### Wires at chosen ports, followed through buffers, run 1

Drawn at 3 px/micron.
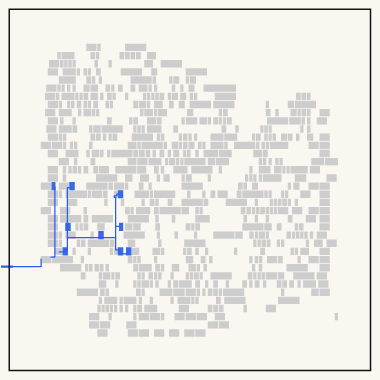
### Clock nets, run 1

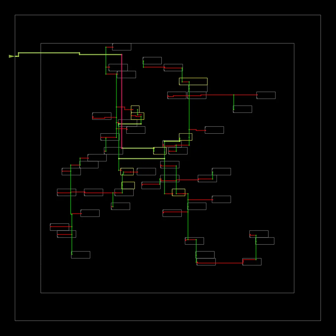
### Sequential cells grouped by signal name, run 1

Drawn at 3 px/micron. Other sequential cells in the stronger gray, the rest of the logic in the fainter gray.
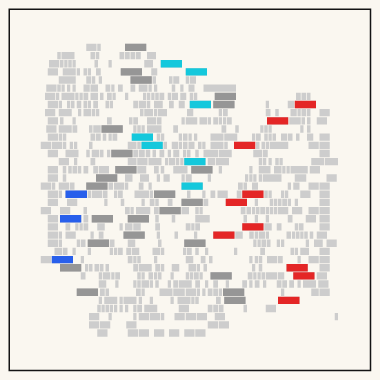
### Cell area per tile, run 1

Drawn at 2 px/micron. 12 x 12 tiles, from dark purple (low) to yellow (high), 0 to 100% covered.
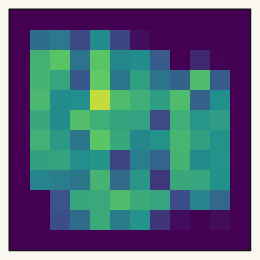
File: src/rtl/span_cmd_writer_if.sv
// Rectangle-fill command channel into span_cmd_writer.
//   cmd_valid          : command present (master -> slave)
//   cmd_ready          : slave can take a command this cycle
//   cmd_x0 / cmd_x1    : unsorted column edges, 8 bits
//   cmd_y0 / cmd_y1    : unsorted row edges, 7 bits
//   cmd_color          : 3-bit pixel color
interface span_cmd_writer_if;
  logic       cmd_valid;
  logic       cmd_ready;
  logic [7:0] cmd_x0;
  logic [7:0] cmd_x1;
  logic [6:0] cmd_y0;
  logic [6:0] cmd_y1;
  logic [2:0] cmd_color;

  modport master (
    output cmd_valid, cmd_x0, cmd_x1, cmd_y0, cmd_y1, cmd_color,
    input  cmd_ready
  );

  modport slave (
    input  cmd_valid, cmd_x0, cmd_x1, cmd_y0, cmd_y1, cmd_color,
    output cmd_ready
  );
endinterface

File: src/rtl/span_cmd_writer.sv
// Producer end of the PRAM paint-command queue.
// Takes rectangle-fill commands, sorts and clips the corners, and expands the
// rectangle into one span per row. Each span is two 16-bit words written into
// a 2^DEPTH_LOG2-entry circular queue whose write pointer this block owns.
//   clk, reset : clock, synchronous active-high reset
//   cmd        : command channel (slave side)
//   rdPtr      : consumer read pointer
//   wrtPtr     : producer write pointer (registered)
//   pram_we/pram_addr/pram_wdata : PRAM write port
//   full       : no free slot (one slot is always left empty)
//   busy       : a command is being expanded
//   dropped    : one-cycle pulse, accepted command was wholly off-screen
module span_cmd_writer #(
  parameter int X_MAX      = 127,
  parameter int Y_MAX      = 119,
  parameter int DEPTH_LOG2 = 10
) (
  input  logic                  clk,
  input  logic                  reset,
  span_cmd_writer_if.slave      cmd,
  input  logic [DEPTH_LOG2-1:0] rdPtr,
  output logic [DEPTH_LOG2-1:0] wrtPtr,
  output logic                  pram_we,
  output logic [DEPTH_LOG2-1:0] pram_addr,
  output logic [15:0]           pram_wdata,
  output logic                  full,
  output logic                  busy,
  output logic                  dropped
);

  localparam logic [7:0]            XMAX8 = 8'(X_MAX);
  localparam logic [6:0]            YMAX7 = 7'(Y_MAX);
  localparam logic [DEPTH_LOG2-1:0] PONE  = DEPTH_LOG2'(1);

  typedef enum logic [1:0] {IDLE, W1, W2} state_t;

  state_t                state_q, state_d;
  logic [DEPTH_LOG2-1:0] wptr_q, wptr_d;
  logic [6:0]            lo_x_q, lo_x_d;
  logic [6:0]            hi_x_q, hi_x_d;
  logic [6:0]            row_q, row_d;
  logic [6:0]            hi_y_q, hi_y_d;
  logic [2:0]            color_q, color_d;
  logic                  dropped_q, dropped_d;

  logic [7:0] s_lo_x, s_hi_x, c_hi_x;
  logic [6:0] s_lo_y, s_hi_y, c_hi_y;
  logic       space, accept, off_screen;

  // Wrap-around compare: one slot stays empty so wptr==rdPtr means empty.
  assign space  = (wptr_q + PONE) != rdPtr;
  assign full   = ~space;
  assign busy   = (state_q != IDLE);
  assign wrtPtr = wptr_q;
  assign dropped = dropped_q;

  assign cmd.cmd_ready = (state_q == IDLE) && !reset;
  assign accept        = cmd.cmd_valid && cmd.cmd_ready;

  // Sort the corners, then clip the high edges to the screen.
  always_comb begin
    s_lo_x = (cmd.cmd_x0 < cmd.cmd_x1) ? cmd.cmd_x0 : cmd.cmd_x1;
    s_hi_x = (cmd.cmd_x0 < cmd.cmd_x1) ? cmd.cmd_x1 : cmd.cmd_x0;
    s_lo_y = (cmd.cmd_y0 < cmd.cmd_y1) ? cmd.cmd_y0 : cmd.cmd_y1;
    s_hi_y = (cmd.cmd_y0 < cmd.cmd_y1) ? cmd.cmd_y1 : cmd.cmd_y0;
    c_hi_x = (s_hi_x > XMAX8) ? XMAX8 : s_hi_x;
    c_hi_y = (s_hi_y > YMAX7) ? YMAX7 : s_hi_y;
    off_screen = (s_lo_x > XMAX8) || (s_lo_y > YMAX7);
  end

  always_comb begin
    state_d    = state_q;
    wptr_d     = wptr_q;
    lo_x_d     = lo_x_q;
    hi_x_d     = hi_x_q;
    row_d      = row_q;
    hi_y_d     = hi_y_q;
    color_d    = color_q;
    dropped_d  = 1'b0;
    pram_we    = 1'b0;
    pram_addr  = wptr_q;
    pram_wdata = '0;
    case (state_q)
      IDLE: begin
        if (accept) begin
          if (off_screen) begin
            dropped_d = 1'b1;
          end else begin
            lo_x_d  = s_lo_x[6:0];
            hi_x_d  = c_hi_x[6:0];
            row_d   = s_lo_y;
            hi_y_d  = c_hi_y;
            color_d = cmd.cmd_color;
            state_d = W1;
          end
        end
      end
      W1: begin
        pram_wdata = {2'b00, lo_x_q, hi_x_q};
        // Pointer advances on the same edge PRAM latches the word.
        if (space) begin
          pram_we = 1'b1;
          wptr_d  = wptr_q + PONE;
          state_d = W2;
        end
      end
      W2: begin
        pram_wdata = {6'b0, row_q, color_q};
        if (space) begin
          pram_we = 1'b1;
          wptr_d  = wptr_q + PONE;
          if (row_q == hi_y_q) begin
            state_d = IDLE;
          end else begin
            row_d   = row_q + 7'd1;
            state_d = W1;
          end
        end
      end
      default: state_d = IDLE;
    endcase
  end

  always_ff @(posedge clk) begin
    if (reset) begin
      state_q   <= IDLE;
      wptr_q    <= '0;
      lo_x_q    <= '0;
      hi_x_q    <= '0;
      row_q     <= '0;
      hi_y_q    <= '0;
      color_q   <= '0;
      dropped_q <= 1'b0;
    end else begin
      state_q   <= state_d;
      wptr_q    <= wptr_d;
      lo_x_q    <= lo_x_d;
      hi_x_q    <= hi_x_d;
      row_q     <= row_d;
      hi_y_q    <= hi_y_d;
      color_q   <= color_d;
      dropped_q <= dropped_d;
    end
  end

endmodule

File: src/flat_wrapper.sv
// flat-port wrapper written by rule: the top's interface ports become plain ports
module span_cmd_writer_flat 
#(
  parameter int X_MAX      = 127,
  parameter int Y_MAX      = 119,
  parameter int DEPTH_LOG2 = 10
)
  (clk, reset, rdPtr, wrtPtr, pram_we, pram_addr, pram_wdata, full, busy, dropped, cmd_cmd_valid, cmd_cmd_x0, cmd_cmd_x1, cmd_cmd_y0, cmd_cmd_y1, cmd_cmd_color, cmd_cmd_ready);
  span_cmd_writer_if cmd_i ();
  input  logic clk;
  input  logic reset;
  input  logic [DEPTH_LOG2-1:0] rdPtr;
  output logic [DEPTH_LOG2-1:0] wrtPtr;
  output logic pram_we;
  output logic [DEPTH_LOG2-1:0] pram_addr;
  output logic [15:0] pram_wdata;
  output logic full;
  output logic busy;
  output logic dropped;
  input wire logic [$bits(cmd_i.cmd_valid)-1:0] cmd_cmd_valid;
  input wire logic [$bits(cmd_i.cmd_x0)-1:0] cmd_cmd_x0;
  input wire logic [$bits(cmd_i.cmd_x1)-1:0] cmd_cmd_x1;
  input wire logic [$bits(cmd_i.cmd_y0)-1:0] cmd_cmd_y0;
  input wire logic [$bits(cmd_i.cmd_y1)-1:0] cmd_cmd_y1;
  input wire logic [$bits(cmd_i.cmd_color)-1:0] cmd_cmd_color;
  output wire logic [$bits(cmd_i.cmd_ready)-1:0] cmd_cmd_ready;
  assign cmd_i.cmd_valid = cmd_cmd_valid;
  assign cmd_i.cmd_x0 = cmd_cmd_x0;
  assign cmd_i.cmd_x1 = cmd_cmd_x1;
  assign cmd_i.cmd_y0 = cmd_cmd_y0;
  assign cmd_i.cmd_y1 = cmd_cmd_y1;
  assign cmd_i.cmd_color = cmd_cmd_color;
  assign cmd_cmd_ready = cmd_i.cmd_ready;
  span_cmd_writer #(.X_MAX(X_MAX), .Y_MAX(Y_MAX), .DEPTH_LOG2(DEPTH_LOG2)) u_core (.clk(clk), .reset(reset), .cmd(cmd_i), .rdPtr(rdPtr), .wrtPtr(wrtPtr), .pram_we(pram_we), .pram_addr(pram_addr), .pram_wdata(pram_wdata), .full(full), .busy(busy), .dropped(dropped));
endmodule
File: config.mk
export PLATFORM = sky130hd
export DESIGN_NAME = span_cmd_writer_flat
export DESIGN_NICKNAME = d
export VERILOG_FILES = /design/src/rtl/span_cmd_writer_if.sv /design/src/rtl/span_cmd_writer.sv /design/src/flat_wrapper.sv
export SDC_FILE = /design/constraint.sdc
export NUM_CORES = 1
export LEC_CHECK = 0
export ABC_AREA = 1
export CAP_MARGIN = 10
export CORE_MARGIN = 10
export CORE_UTILIZATION = 35
export DETAILED_ROUTE_END_ITERATION = 10
export SYNTH_ARGS = -nofsm -noshare
export SYNTH_HDL_FRONTEND = slang
export SYNTH_SLANG_ARGS = --single-unit
export TNS_END_PERCENT = 50
File: constraint.sdc
create_clock -name clk -period 3.5 [get_ports clk]
set_input_delay 0.7 -clock clk [delete_from_list [all_inputs] [get_ports clk]]
set_output_delay 0.7 -clock clk [all_outputs]
set_load 0.02 [all_outputs]
==> results.json, run 1 <==
{
  "dp_cells": 751,
  "finalCritPeriodShare": 0.890,
  "setup_viol": 0,
  "utilization": 0.464,
  "portBuffers": 84,
  "most_common_cell": "nand2_1",
  "crit_buf_inv": 3,
  "outcome": "finished, final reports clean",
  "slew_headroom": 0.631,
  "rsz0062_at_grt": "false",
  "p_int_w": 0.00143,
  "io_pins": 87,
  "post-route-min-period_ns": 3.12,
  "setup_ws_ns": 0.384,
  "avgViaCountPerCell": 4.74,
  "met3_usage": 0.0375,
  "top_area_frac": 0.252,
  "track_usage": 0.137,
  "layout_top_cells": "nand2_1, clkdlybuf4s50_1, inv_1",
  "grt_max_degree": 37,
  "grt-ovfl-total": 0,
  "syn_to_final_growth_pct": 29.3,
  "min_to": "u_core.lo_x_q[5]",
  "hpwl_microns": 7880,
  "h-tree-depth": 2,
  "antenna_found_initial": 0,
  "ys_warn_count": 0,
  "vdd_ir_drop_max_mv": 0.297,
  "yosys-top-cells-area": "dfxtp_1, nand2_1, ha_1",
  "netlist-cell-type-count": 41,
  "p_per_area_nw_per_um2": 589,
  "grt_use_met1": 0.166,
  "dieArea_sq_um": 14400,
  "crit_path_start": "u_core.state_q[0]",
  "end_kind": "output pin",
  "ys_sh_mux": 0.00609,
  "core_area_sq_um": 9730,
  "wl_met1_microns": 4620,
  "layout_top_cell": "nand2_1",
  "antenna_cells": 0,
  "wl_microns": 9810,
  "cts_buffer_depth": 2,
  "power_frac_seq": 0.275,
  "arrival_ns": 2.42,
  "cts_tree": "done",
  "syn-cell-area_sq_um": 3490,
  "place_area_sq_um": 4390,
  "r2r-start": "u_core.pram_addr[0]",
  "crit_cells": 6,
  "min_from": "u_core.lo_x_q[5]",
  "p_sw_frac": 0.462,
  "max-cap-violations": 0,
  "busiest_layer": "met2",
  "setup_tns_ns": 0,
  "first_iter_violations": 179,
  "powerComb_w": 0.00151,
  "ys_seq_elements": 44,
  "yosys_area_sq_um": 3490,
  "ys_sh_adder": 0.0716,
  "xor_area_frac": 0.0276,
  "fin_skew_ns": 0.00926,
  "drtPass1Iterations": 4,
  "synth.avg_cell_area_sq_um": 6.29,
  "hold_viol": 0,
  "pre_cts_slack_ns": 0.113,
  "rows": 36,
  "cp_top_family": "buffers and inverters",
  "hold_depth": 2,
  "synth-edff-count": 0,
  "ys_seq_share": 0.252,
  "hold_path_class": "flip-flop to flip-flop",
  "worst_pin_slew_ns": 0.553,
  "cts-buffers-inserted": 5,
  "ctsHoldBuffers": 0,
  "crit_required_ns": 2.80,
  "crit_end": "pram_wdata[5]",
  "top_power_group": "combinational cells",
  "top_area_cell": "dfxtp_1",
  "whs_ns": 0.461,
  "dieWidth_microns": 120,
  "cts-root-buf": "clkbuf_8"
}
## Picture notes: 'Wires at chosen ports, followed through buffers'
- reset: blue (bits 1; direction input; end cells 9; buffers 2; wire 108 microns)

## Picture notes: 'Clock nets'
Power Clock: 0.000415 W
Clock Sinks: 44
clk ins delay skew pair: 0.30 ns
layout clock buffer count: 6

## Picture notes: 'Sequential cells grouped by signal name'
- u_core.pram_addr: red (sequential cells 10)
- u_core.color_q: blue (sequential cells 3)
- u_core.row_q: cyan (sequential cells 7)

## Picture notes: 'Cell area per tile'
- tiles over 75% full: 1.4%
- fullest tile: 91%
- mean over tiles: 30%
- emptiest ninth of the die: upper right
- nearly empty tiles: 37%
- densest ninth of the die: center

[run 1: sequential cells by signal, summed over array words and instances (netlist names)]
register          cells
u_core.hi_x_q         7
u_core.dropped        1
u_core.hi_y_q         7
u_core.pram_addr     10
u_core.row_q          7
u_core.state_q        2
u_core.color_q        3
u_core.lo_x_q         7
[run 1: layout make-up]
| class | count | area (sq um) |
|---|---|---|
| Fill cell | 1036 | 5210 |
| Multi-Input combinational cell | 412 | 2170 |
| Timing Repair Buffer | 94 | 921 |
| Sequential cell | 44 | 881 |
| Inverter | 68 | 255 |
| Tap cell | 133 | 166 |
| Clock buffer | 6 | 82.6 |
| Clock inverter | 2 | 38.8 |
[run 1: repair_timing]
| action | 4_1_cts | 5_1_grt |
|---|---|---|
| setup buffers | 0 | 0 |
| gates resized | 0 | 2 |
| endpoints found under the setup margin | 0 | 2 |
### Gate families picked out, run 1

Drawn at 4 px/micron.
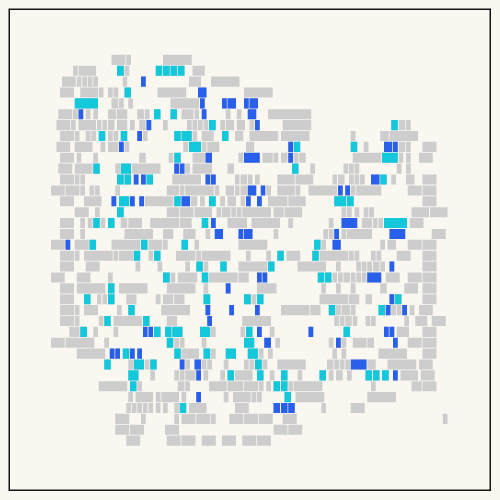

==> run 2: changes to the inputs <==
Settings changed: PLACE_DENSITY set to 0.56.
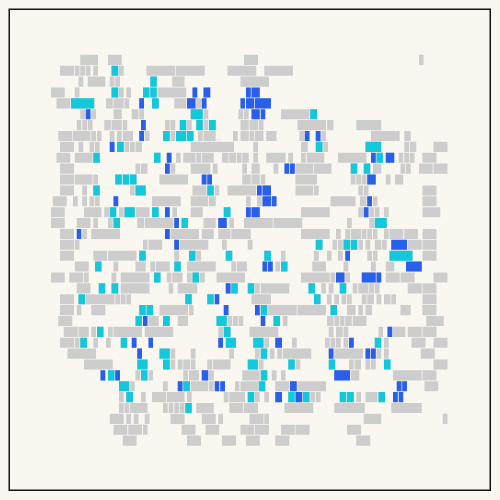
*Gate families picked out, run 2*
Drawn at 4 px/micron.
- NOR gates: blue (cells 80)
- inverting AOI/OAI gates: cyan (cells 96)

==> results.json, run 2 <==
{
  "outcome": "finished, final reports clean",
  "pre_cts_slack_ns": 0.121,
  "layout_top_cells": "nand2_1, clkdlybuf4s50_1, inv_1",
  "hold_viol": 0,
  "whs_ns": 0.452,
  "p_int_w": 0.00140,
  "cts.sinks": 44,
  "yosys-top-cells-area": "dfxtp_1, nand2_1, ha_1",
  "largest_reg_flops": 10,
  "dieArea_sq_um": 14400,
  "crit_buf_inv": 3,
  "wl_microns": 10000,
  "p_per_area_nw_per_um2": 588,
  "nFillCells": 1055,
  "hold_path_class": "flip-flop to flip-flop",
  "wl_met1_microns": 4470,
  "setup_viol": 0,
  "netlist-cell-type-count": 41,
  "track_usage": 0.144,
  "synth-edff-count": 0,
  "ys_seq_elements": 44,
  "powerComb_w": 0.00151,
  "rows": 36,
  "core_area_sq_um": 9730,
  "portBuffers": 84,
  "top_area_frac": 0.252,
  "regArea_sq_um": 883,
  "grt_max_degree": 37,
  "setup_ws_ns": 0.352,
  "ys_sh_adder": 0.0716,
  "syn_to_final_growth_pct": 28.2,
  "ys_warn_count": 0,
  "place_area_sq_um": 4370,
  "p_sw_frac": 0.467,
  "max-cap-violations": 0,
  "cts_tree": "done",
  "busiest_layer": "met2",
  "dp_cells": 748,
  "logic_area_sq_um": 2170,
  "finalCritPeriodShare": 0.900,
  "top_power_group": "combinational cells",
  "xor_area_frac": 0.0276,
  "grt_use_met1": 0.175,
  "post-route-min-period_ns": 3.15,
  "clock_power_w": 0.000374,
  "synth.avg_cell_area_sq_um": 6.29,
  "grt-ovfl-total": 0,
  "crit_required_ns": 2.80,
  "dieWidth_microns": 120,
  "top_area_cell": "dfxtp_1",
  "power_frac_seq": 0.284,
  "layout_top_cell": "nand2_1",
  "first_iter_violations": 157,
  "end_kind": "output pin",
  "rsz0062_at_grt": "false",
  "most_common_cell": "nand2_1",
  "ctsHoldBuffers": 0,
  "clk_latency_ns": 0.29,
  "antenna_found_initial": 0,
  "met3_usage": 0.0394,
  "ys_sh_mux": 0.00609,
  "cts-root-buf": "clkbuf_8",
  "vdd_ir_drop_max_mv": 0.227,
  "ys_seq_share": 0.252
}
==> run 2: cell type report <==
class	count	share of cell area
Multi-Input combinational cell	412	0.486
Clock inverter	1	0.00671
Sequential cell	44	0.197
Tap cell	133	0.0372
Inverter	68	0.0570
Clock buffer	5	0.0154
Timing Repair Buffer	91	0.201
==> run 2: final timing paths <==
| path | cells past startpoint | to | from |
|---|---|---|---|
| max | 5 | pram_wdata[3] | u_core.state_q[0] |
| min | 2 | u_core.lo_x_q[4] | u_core.lo_x_q[4] |
| max reg2reg | 13 | u_core.pram_addr[3] | u_core.pram_addr[0] |
| min reg2reg | 2 | u_core.lo_x_q[4] | u_core.lo_x_q[4] |
==> run 2: repair_timing <==
action	in CTS	in global routing
hold endpoints to repair	0	0
resized	0	5
endpoints found under the setup margin	0	4
### Cell area per tile, run 2

Drawn at 2 px/micron. 12 x 12 tiles, from dark purple (low) to yellow (high), 0 to 100% covered.
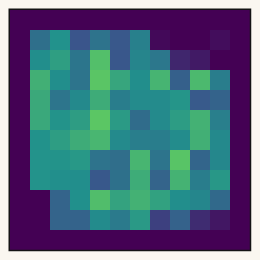

==> run 3: changes to the inputs <==
Settings changed: CORE_MARGIN 10 to unset, CORE_UTILIZATION 35 to 38, PLACE_DENSITY 0.56 to 0.6.
Clock period 3.5 ns to 3.8 ns, I/O delays scaled along.
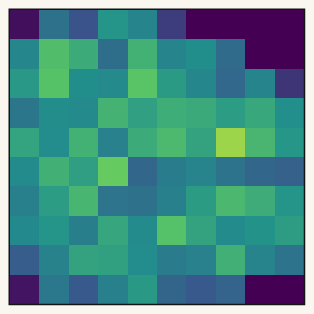
*Cell area per tile, run 3*
Drawn at 3 px/micron. 10 x 10 tiles, from dark purple (low) to yellow (high), 0 to 100% covered.
- tiles over 75% full: 2.0%
- fullest tile: 85%
- nearly empty tiles: 8.0%

==> results.json, run 3 <==
{
  "dieWidth_microns": 97.9,
  "ys_warn_count": 0,
  "ys_seq_elements": 44,
  "cts_tree": "done",
  "portBuffers": 84,
  "outcome": "finished, violations left",
  "post-route-min-period_ns": 3.48,
  "hold_path_class": "flip-flop to flip-flop",
  "netlist-cell-type-count": 41,
  "h-tree-depth": 2,
  "seq_share": 0.199,
  "busiest_layer": "met2",
  "clock_power_w": 0.000312,
  "yosys_area_sq_um": 3490,
  "violations": "design-rule violations",
  "cts-buffers-inserted": 5,
  "vdd_ir_drop_max_mv": 0.225,
  "drc_errors": 7,
  "track_usage": 0.188,
  "comb_area_frac": 0.492,
  "crit_path_start": "rdPtr[0]",
  "arrival_ns": 2.72,
  "rsz0062_at_grt": "false",
  "met3_usage": 0.0279,
  "r2r_end": "u_core.row_q[5]",
  "crit_end": "pram_we",
  "max-cap-violations": 0,
  "cts-root-buf": "clkbuf_8",
  "finalCritPeriodShare": 0.916,
  "largest_reg_flops": 10,
  "ys_seq_share": 0.252,
  "core_area_sq_um": 8810,
  "min_from": "u_core.lo_x_q[5]",
  "hold_depth": 2,
  "p_per_area_nw_per_um2": 533,
  "regArea_sq_um": 881,
  "top_area_cell": "dfxtp_1",
  "top_area_frac": 0.252,
  "clk_latency_ns": 0.30,
  "clock_buffers": 7,
  "avgViaCountPerCell": 4.94,
  "top_power_group": "combinational cells",
  "ctsResizeCount": 0
}
[run 3: cell families (layout without fill, tap and decap cells)]
kind of cell               count (synthesis)  in the layout  share of synthesized area
DFF                                       44             44                      0.252
and+or+nand+nor                          277            277                      0.350
muxes                                      2              2                    0.00609
other                                      1              2                    0.00107
AOI/OAI and AO/OA                        100            100                      0.164
adders and majority gates                 20             20                     0.0716
xor gates and xnor gates                  11             11                     0.0276
buffers and inverters                    100            165                      0.127
[run 3: through the flow]
step,power [W],cell area (sq um),std cells,utilization
3_3_place_gp,0.00203,4320,721,0.491
4_1_cts,0.00237,4420,729,0.501
2_1_floorplan,0.00167,3500,556,-
6_report,0.00236,4420,729,0.501
5_1_grt,0.00256,4420,729,0.501
3_5_place_dp,0.00205,4320,721,0.491
No activity file was given, so power comes from the tool's default toggle rates.
